==> run_1/layer_met2.png <==
Drawn at 4 px/um.
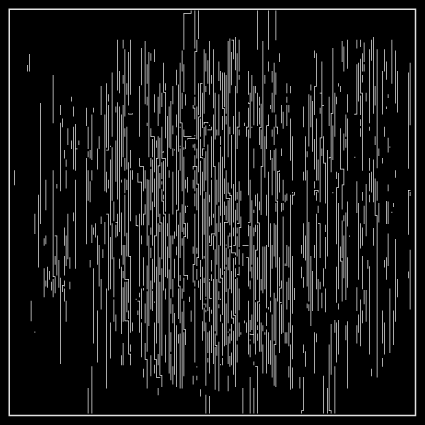
==> run_1/detail.png <==
Region (38, 38) to (63, 63) um. Cells in gray, sequential cells in the stronger gray; small squares are vias.
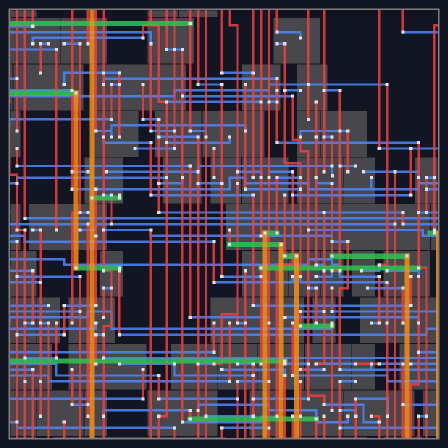
==> run_1/cell_density.png <==
Drawn at 4 px/um. 10 x 10 tiles, from black (low) to pale yellow (high), 0 to 100% covered.
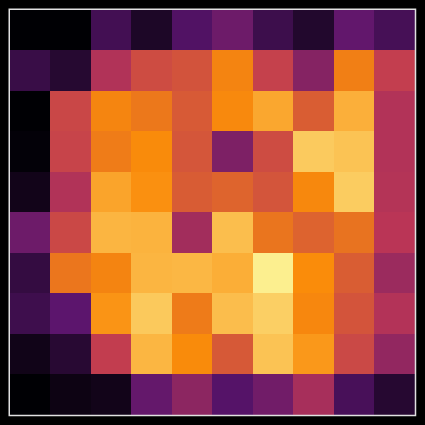
### src/rtl/nes_alu.sv
// 8-bit 6502-style ALU: operand prep, op decode and flag generation feed one
// register stage that holds result, status and the done strobe.
module nes_alu #(
    parameter int WIDTH = 8
) (
    input  logic             clk,
    input  logic             reset,
    input  logic [7:0]       func,
    input  logic [WIDTH-1:0] status_in,
    input  logic             carry_in,
    input  logic             invert,
    input  logic [WIDTH-1:0] a_in,
    input  logic [WIDTH-1:0] b_in,
    output logic [WIDTH-1:0] dout,
    output logic             wout,
    output logic [WIDTH-1:0] status_out
);
    localparam int FC = 0, FZ = 1, FV = 6, FN = 7;

    localparam logic [7:0] OP_ADD = 8'h01, OP_AND = 8'h02, OP_OR  = 8'h03,
                           OP_XOR = 8'h04, OP_ASL = 8'h05, OP_LSR = 8'h06,
                           OP_ROL = 8'h07, OP_ROR = 8'h08, OP_INC = 8'h09,
                           OP_DEC = 8'h0A, OP_PAS = 8'h0B, OP_BIT = 8'h0C,
                           OP_CMP = 8'h0D;

    logic [WIDTH-1:0] bp, r, s;
    logic [WIDTH:0]   sum;
    logic             valid;

    always_comb begin
        bp    = invert ? ~b_in : b_in;
        r     = '0;
        s     = status_in;
        sum   = '0;
        valid = 1'b1;
        case (func)
            OP_ADD: begin
                sum   = {1'b0, a_in} + {1'b0, bp} + {{WIDTH{1'b0}}, carry_in};
                r     = sum[WIDTH-1:0];
                s[FC] = sum[WIDTH];
                s[FV] = (a_in[7] == bp[7]) && (r[7] != a_in[7]);
            end
            OP_AND: r = a_in & bp;
            OP_OR:  r = a_in | bp;
            OP_XOR: r = a_in ^ bp;
            OP_ASL: begin r = {a_in[6:0], 1'b0};     s[FC] = a_in[7]; end
            OP_LSR: begin r = {1'b0, a_in[7:1]};     s[FC] = a_in[0]; end
            OP_ROL: begin r = {a_in[6:0], carry_in}; s[FC] = a_in[7]; end
            OP_ROR: begin r = {carry_in, a_in[7:1]}; s[FC] = a_in[0]; end
            OP_INC: r = a_in + 8'd1;
            OP_DEC: r = a_in - 8'd1;
            OP_PAS: r = a_in;
            OP_BIT: begin
                r     = a_in & b_in;
                s[FV] = b_in[6];
            end
            // CMP always subtracts the raw operand; invert does not apply
            OP_CMP: begin
                sum   = {1'b0, a_in} + {1'b0, ~b_in} + {{WIDTH{1'b0}}, 1'b1};
                r     = sum[WIDTH-1:0];
                s[FC] = sum[WIDTH];
            end
            default: valid = 1'b0;
        endcase
        s[FZ] = (r == '0);
        s[FN] = (func == OP_BIT) ? b_in[7] : r[7];
    end

    always_ff @(posedge clk or posedge reset) begin
        if (reset) begin
            dout       <= '0;
            status_out <= '0;
            wout       <= 1'b0;
        end else begin
            wout <= valid;
            if (valid) begin
                dout       <= r;
                status_out <= s;
            end
        end
    end
endmodule

### config.mk
export PLATFORM = sky130hd
export DESIGN_NAME = nes_alu
export DESIGN_NICKNAME = d
export VERILOG_FILES = /design/src/rtl/nes_alu.sv
export SDC_FILE = /design/constraint.sdc
export NUM_CORES = 1
export LEC_CHECK = 0
export ABC_CLOCK_PERIOD_IN_PS = 900
export CAP_MARGIN = 30
export CELL_PAD_IN_SITES_DETAIL_PLACEMENT = 0
export CELL_PAD_IN_SITES_GLOBAL_PLACEMENT = 2
export CORE_MARGIN = 4
export CORE_UTILIZATION = 31
export DETAILED_ROUTE_END_ITERATION = 7
export PLACE_DENSITY = 0.79
export SLEW_MARGIN = 40
export SYNTH_ARGS = -nofsm -noshare
export SYNTH_HDL_FRONTEND = slang
export SYNTH_SLANG_ARGS = --single-unit
### constraint.sdc
create_clock -name clk -period 0.9 [get_ports clk]
set_input_delay 0.135 -clock clk [delete_from_list [all_inputs] [get_ports clk]]
set_output_delay 0.135 -clock clk [all_outputs]
set_load 0.02 [all_outputs]
==> Table 3: Implementation characteristics, run 1 <==
Implementation parameters

Parameter                              Value

Run status
  Run status    finished with violations
  Violated checks    setup timing

Clock network
  TritonCTS clock tree    yes
  TritonCTS Sinks    17
  Clk root buf    sky130_fd_sc_hd__clkbuf_8
  Hold-fix buffers, CTS    0
  Worst-skew pair later-pin latency    approximately 0.25 ns
  Max H-tree Level    1
  Deepest clock path buffer count    2

Global routing
  Overflow left after global routing    0
  Pin count of the biggest net entering global routing    18
  Number of antenna violations at the first check in global routing    0

Layout
  Final Util    64.04%
  Count of filler cells inserted in the layout    701
  Area taken by multi-input logic gates    approximately 0.0027 sq mm
  Area taken by flip-flops and latches    between 400 and 500 sq um
  Fraction of layout cells with a size suffix above 1    approximately 56%
  Final Cell Area    0.005341 sq mm
  Net count, final    roughly 620
  Post-synthesis to final-layout area growth    98.47%
  Antenna Diode Count    0
  Largest registers    dout x8, status_out x8, wout x1

Die
  Die X-Extent    101.2 um
  Area of the die    ~0.01 sq mm
  Height of the chip    101.2 um
  Floorplan core area    between 0.008 and 0.009 sq mm
  I/O pin count    roughly 53
  Number of rows in the core area    33

Pwr
  Relative contribution of the clock network to total power    between 10% and 20%
  Switching part of the total    a little under two fifths
  Power density over cell area    944.4 mW/mm^2
  Power group with the highest consumption    combinational logic
  Static power due to leakage    around 2.5 nW
  Net switching power    about 1.9 mW
  Sequential share of power    between 20% and 30%
  Comb pwr    around 3.4 mW
  Combinational fraction of design power    67.5%

Yosys
  Area of the mapped netlist    around 0.0027 sq mm
  Fraction of the mapped netlist area in compound gates    between 20% and 30%
  Register bit count reported by yosys    17
  XOR Share, Synth    just over 8%
  Synthesized area per cell    7.916 sq um
  Top cell type's share of synthesized area    between 10% and 20%
  YS chip area    about 0.0027 sq mm
  Total cells reported by yosys after synthesis    between 300 and 400
  Synth Area in Simple Gates    roughly 24%
  Number of flops mapped to enable cells by yosys    0
  Fraction of the yosys area taken by sequential cells    between 10% and 20%
  Multiplexer share of the synthesized area    0%
  Leading register cell type out of synthesis    sky130_fd_sc_hd__dfrtp_1
  Synth area leader    sky130_fd_sc_hd__dfrtp_1
  Yosys warning tally    0
  Fraction of registers with async set or reset after synthesis    100.0%
  Synthesized-area fraction occupied by adder cells    approximately 16%
  Most used standard cell by instance count after synthesis    sky130_fd_sc_hd__nand2_1
  Mapped Cells    ~340

Setup path
  Setup Crit Path Kind    in -> reg
  Highest cell delay on the worst timing path    0.37 ns
  Setup slack, reg-to-reg    -0.03 ns
  Data arrival time of the worst path    roughly 2.8 ns
  Startpoint Class    primary input
  CP endpoint kind    register
  Worst-path fanout max    5
  Data required time at the worst endpoint    approximately 1.1 ns
  Path depth of the worst reg2reg path    3
  Top cell family by delay on the critical path    simple AND/OR/NAND/NOR gates
  Worst path slowest cell    sky130_fd_sc_hd__and4b_4
  CP dominant cell by count    sky130_fd_sc_hd__buf_6
  Buf+Inv Stages, Crit Path    4
  CP Depth    13
  Worst setup path end    status_out[1]$_DFFE_PP0P_
  Critical Path, Cell by Cell    buf_6 > nor4_4 > and4b_4 > buf_4 > inv_2 > fa_2 > buf_6 > xor2_2 > o32ai_2 > a2111oi_2 > o211ai_1 > nor4_2 > a41o_1
  Endpoint of the worst register-to-register path    dout[2]$_DFFE_PP0P_
  R2R Path Start    dout[2]$_DFFE_PP0P_

Final timing
  Final setup violation count    33
  Final Hold Viols    0
  Shortest clock period the worst path allows after layout    roughly 2.6 ns
  Actual transition at the worst max-transition pin    ~0.42 ns
  Number of pins with negative max-slew slack in the final report    0
  Least setup slack across all paths after layout    -1.677 ns
  Final worst path period share    286.3%
  Worst-case clock skew    0 ns
  Fmax    ~390 MHz
  Headroom to the max-slew limit    a little under three quarters
  Unrepaired setup endpoints after global routing    true

Flow run
  Number of warning messages in the logs    38
  Count of max-cap constraint violations    0

Worst hold path
  Type of the tightest min-delay check    in -> async

Placement
  Placed wire-length estimate after detailed placement    roughly 8300 um
  Standard cell area after detailed placement    0.004258 sq mm
  Gpl congestion    about 0.86

Routing
  Detailed router's first-iteration violation count    ~150
  Total DRC errors in the routed layout    0
  Final routed wire length divided by cell count    17.81 um
  Via-to-Cell Ratio    about 5.3
  Antenna Nets Post-Route    0
About layer_met2.png:
The wires run mostly vertical. The longest straight run is 41.5 um. The layer holds 50% of the routed length. The layer carries 5820 um of wire. 536 nets have wire on it.
via count: 3427
met2 Use GR: 40.90%
aggregate routed wire length: 11580 um

About detail.png:
Orange shows metal 4. Red shows metal 2. Green shows metal 3. Blue shows metal 1.
Most frequent: buf_4 (13), nand2_1 (6). Sequential cells in the window: 0. 50 logic cells have their middle in the window.

About cell_density.png:
The fullest tile reaches 97%. 5.0% of the tiles are nearly empty. 22% of the tiles are over 75% full.

[run 1: final cells by class]
class / count / area share, %
Sequential cell: 17 / 7.964
Clock buffer: 3 / 0.7730
Multi-Input combinational cell: 278 / 49.66
Tap cell: 105 / 2.460
Inverter: 32 / 2.530
Clock inverter: 1 / 0.09370
Timing Repair Buffer: 214 / 36.52
[run 1: per-stage QoR]
step	setup WS, ns	hold slack [ns]	std cells
2_1_floorplan	-1.674	0.06107	340
3_3_place_gp	-2.455	0.4496	597
3_5_place_dp	-2.519	0.4561	597
4_1_cts	-1.719	0.1986	635
5_1_grt	-1.798	0.2259	650
6_report	-1.677	0.1935	650
[run 1: layer usage]
layer  GRT usage [%]  wire [um]  vias up
li1                -          -     1633
met1           28.25       4737     1624
met2           40.90       5822      132
met3           2.135        605       38
met4           8.793        413        0
met5               0          0        -
--- run 2 (diff from run 1) ---
--- a/config.mk
+++ b/config.mk
@@ -12,7 +12,7 @@
 export CORE_MARGIN = 4
 export CORE_UTILIZATION = 31
 export DETAILED_ROUTE_END_ITERATION = 7
-export PLACE_DENSITY = 0.79
+export PLACE_DENSITY_LB_ADDON = 0.08
 export SLEW_MARGIN = 40
 export SYNTH_ARGS = -nofsm -noshare
 export SYNTH_HDL_FRONTEND = slang
==> run_2/cell_density.png <==
Drawn at 4 px/um. 10 x 10 tiles, from black (low) to pale yellow (high), 0 to 100% covered.
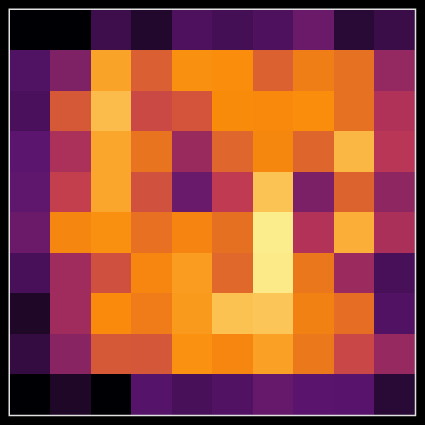
The mean over all tiles is 50%. The emptiest ninth of the die: south-west. 4.0% of the tiles are nearly empty. 19% of the tiles are over 75% full. The fullest tile reaches 96%. The densest ninth of the die: center.

==> run_2/sizes.png <==
Drawn at 4 px/um.
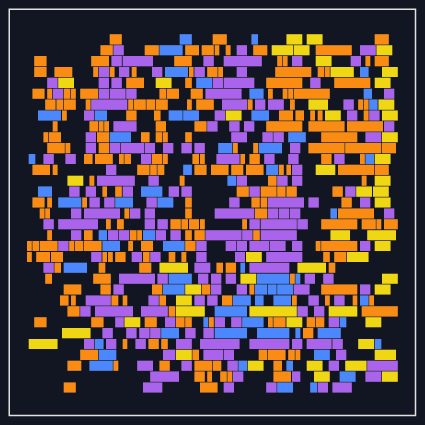
Yellow shows _6 and larger, cells 52, most used buf_6. Blue shows _2 cells, cells 65, most used nand2_2. Purple shows _3 and _4 cells, cells 183, most used buf_4. Orange shows _0 and _1 cells, cells 242, most used nand2_1.
post-synthesis to final-layout area growth: 95.72%
least setup slack across all paths after layout: -1.724 ns
non-clock buffer instance count of the final layout: 211
Final Cell Area: 0.005268 sq mm

==> run_2/layer_met2.png <==
Drawn at 4 px/um.
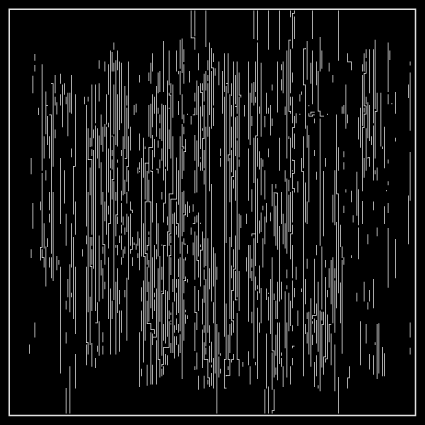
The layer carries 5700 um of wire. 517 nets have wire on it. The layer holds 49% of the routed length.
met2 Use GR: 40.19%
aggregate routed wire length: 11540 um
via count: 3323

==> run 2 against run 1 <==
The flow still finishes with violations (setup timing). Cell count decreased by 0.46%. Synthesized cell count unchanged. Worst setup slack got worse by 0.047 ns. Count of clock-buffer cells in the layout unchanged. Largest cell class unchanged. Highest routed layer unchanged.
==> Table 3: Implementation characteristics, run 2 <==
Implementation parameters

Parameter                              Value

Yosys
  YS chip area    approximately 0.0027 sq mm
  Synth area leader    sky130_fd_sc_hd__dfrtp_1
  XOR Share, Synth    around 8.1%
  Number of flops mapped to enable cells by yosys    0
  Multiplexer share of the synthesized area    0%
  Leading register cell type out of synthesis    sky130_fd_sc_hd__dfrtp_1
  Mapped Cells    340
  Fraction of registers with async set or reset after synthesis    100.0%
  Register bit count reported by yosys    17
  Most used standard cell by instance count after synthesis    sky130_fd_sc_hd__nand2_1
  Synthesized-area fraction occupied by adder cells    approximately 16%

Worst hold path
  Type of the tightest min-delay check    in -> async

Die
  Die X-Extent    101.2 um
  Number of rows in the core area    33
  I/O pin count    53
  Floorplan core area    between 0.008 and 0.009 sq mm

Layout
  Final Util    a little over three fifths
  Antenna Diode Count    0
  Non-clock inverter total of the final layout    32
  Fraction of layout cells with a size suffix above 1    a little under three fifths
  Fraction of area in registers    just over 8%
  Comb area share    about half
  Most area-hungry cell class in the final design    logic gates
  Clock buffer instance count of the final layout    3
  Multi-Input Combinational    between 200 and 300

Final timing
  Headroom to the max-slew limit    between 60% and 70%
  Shortest clock period the worst path allows after layout    2.624 ns
  Final setup violation count    33
  Actual transition at the worst max-transition pin    ~0.58 ns
  Least setup slack across all paths after layout    -1.724 ns
  Final Hold Viols    0
  Number of pins with negative max-slew slack in the final report    0
  Fmax    381.1 MHz

Routing
  Detailed router's first-iteration violation count    around 140
  Via-to-Cell Ratio    between 5 and 6
  Final routed wire length divided by cell count    about 18 um
  Antenna Nets Post-Route    0
  Total DRC errors in the routed layout    0
  Met1 wire length    about 4800 um
  Top Metal Used    met4

Global routing
  Pin count of the biggest net entering global routing    18
  Number of antenna violations at the first check in global routing    0
  Most Crowded Layer GR    met2
  Overflow left after global routing    0

Setup path
  Endpoint of the worst register-to-register path    dout[3]$_DFFE_PP0P_
  Highest cell delay on the worst timing path    roughly 0.42 ns
  Critical Path, Cell by Cell    buf_8 > nor4_4 > and4b_2 > buf_12 > ha_4 > and3_4 > a2111o_1 > a21o_1 > a21oi_4 > or4_4 > o311ai_4 > buf_4 > nor2_4 > a41o_1
  CP Depth    14
  CP endpoint kind    register
  Buf+Inv Stages, Crit Path    3
  Startpoint Class    primary input
  Top cell family by delay on the critical path    AND-OR/OR-AND gates
  Path depth of the worst reg2reg path    3
  Worst path slowest cell    sky130_fd_sc_hd__a2111o_1

Clock network
  Hold-fix buffers, CTS    0
  TritonCTS clock tree    yes
  Max H-tree Level    1

Flow run
  Count of max-cap constraint violations    0
  Number of warning messages in the logs    38

Run status
  Violated checks    setup timing
  Run status    finished with violations

Placement
  Minimum setup slack after placement    -2.374 ns

Pwr
  Sequential share of power    22.3%
  Power density over cell area    918.3 mW/mm^2
[run 2: cell count changes in the layout (fill, tap and decap cells not counted), sizes merged]
cell,previous run,this run
clkdlybuf4s18,1,0
clkbuf,4,5
clkdlybuf4s15,4,3
dlymetal6s2s,2,0
[run 2: what timing repair did]
action | in CTS | in global routing
gates resized | 254 | 49
cloned | 2 | 0
pin swaps | 39 | 43
setup buffers | 33 | 13
endpoints found under the setup margin | 34 | 34
[run 2: power groups by stage]
stage	registers, mW	logic [mW]	clock network (mW)
global route	1.09	3.44	0.622
global placement	1.04	2.51	0
CTS	1.07	2.97	0.586
floorplan	1.27	0.988	0
detailed placement	1.05	2.54	0
finish	1.08	3.19	0.565
Power and IR drop assume default switching activity.
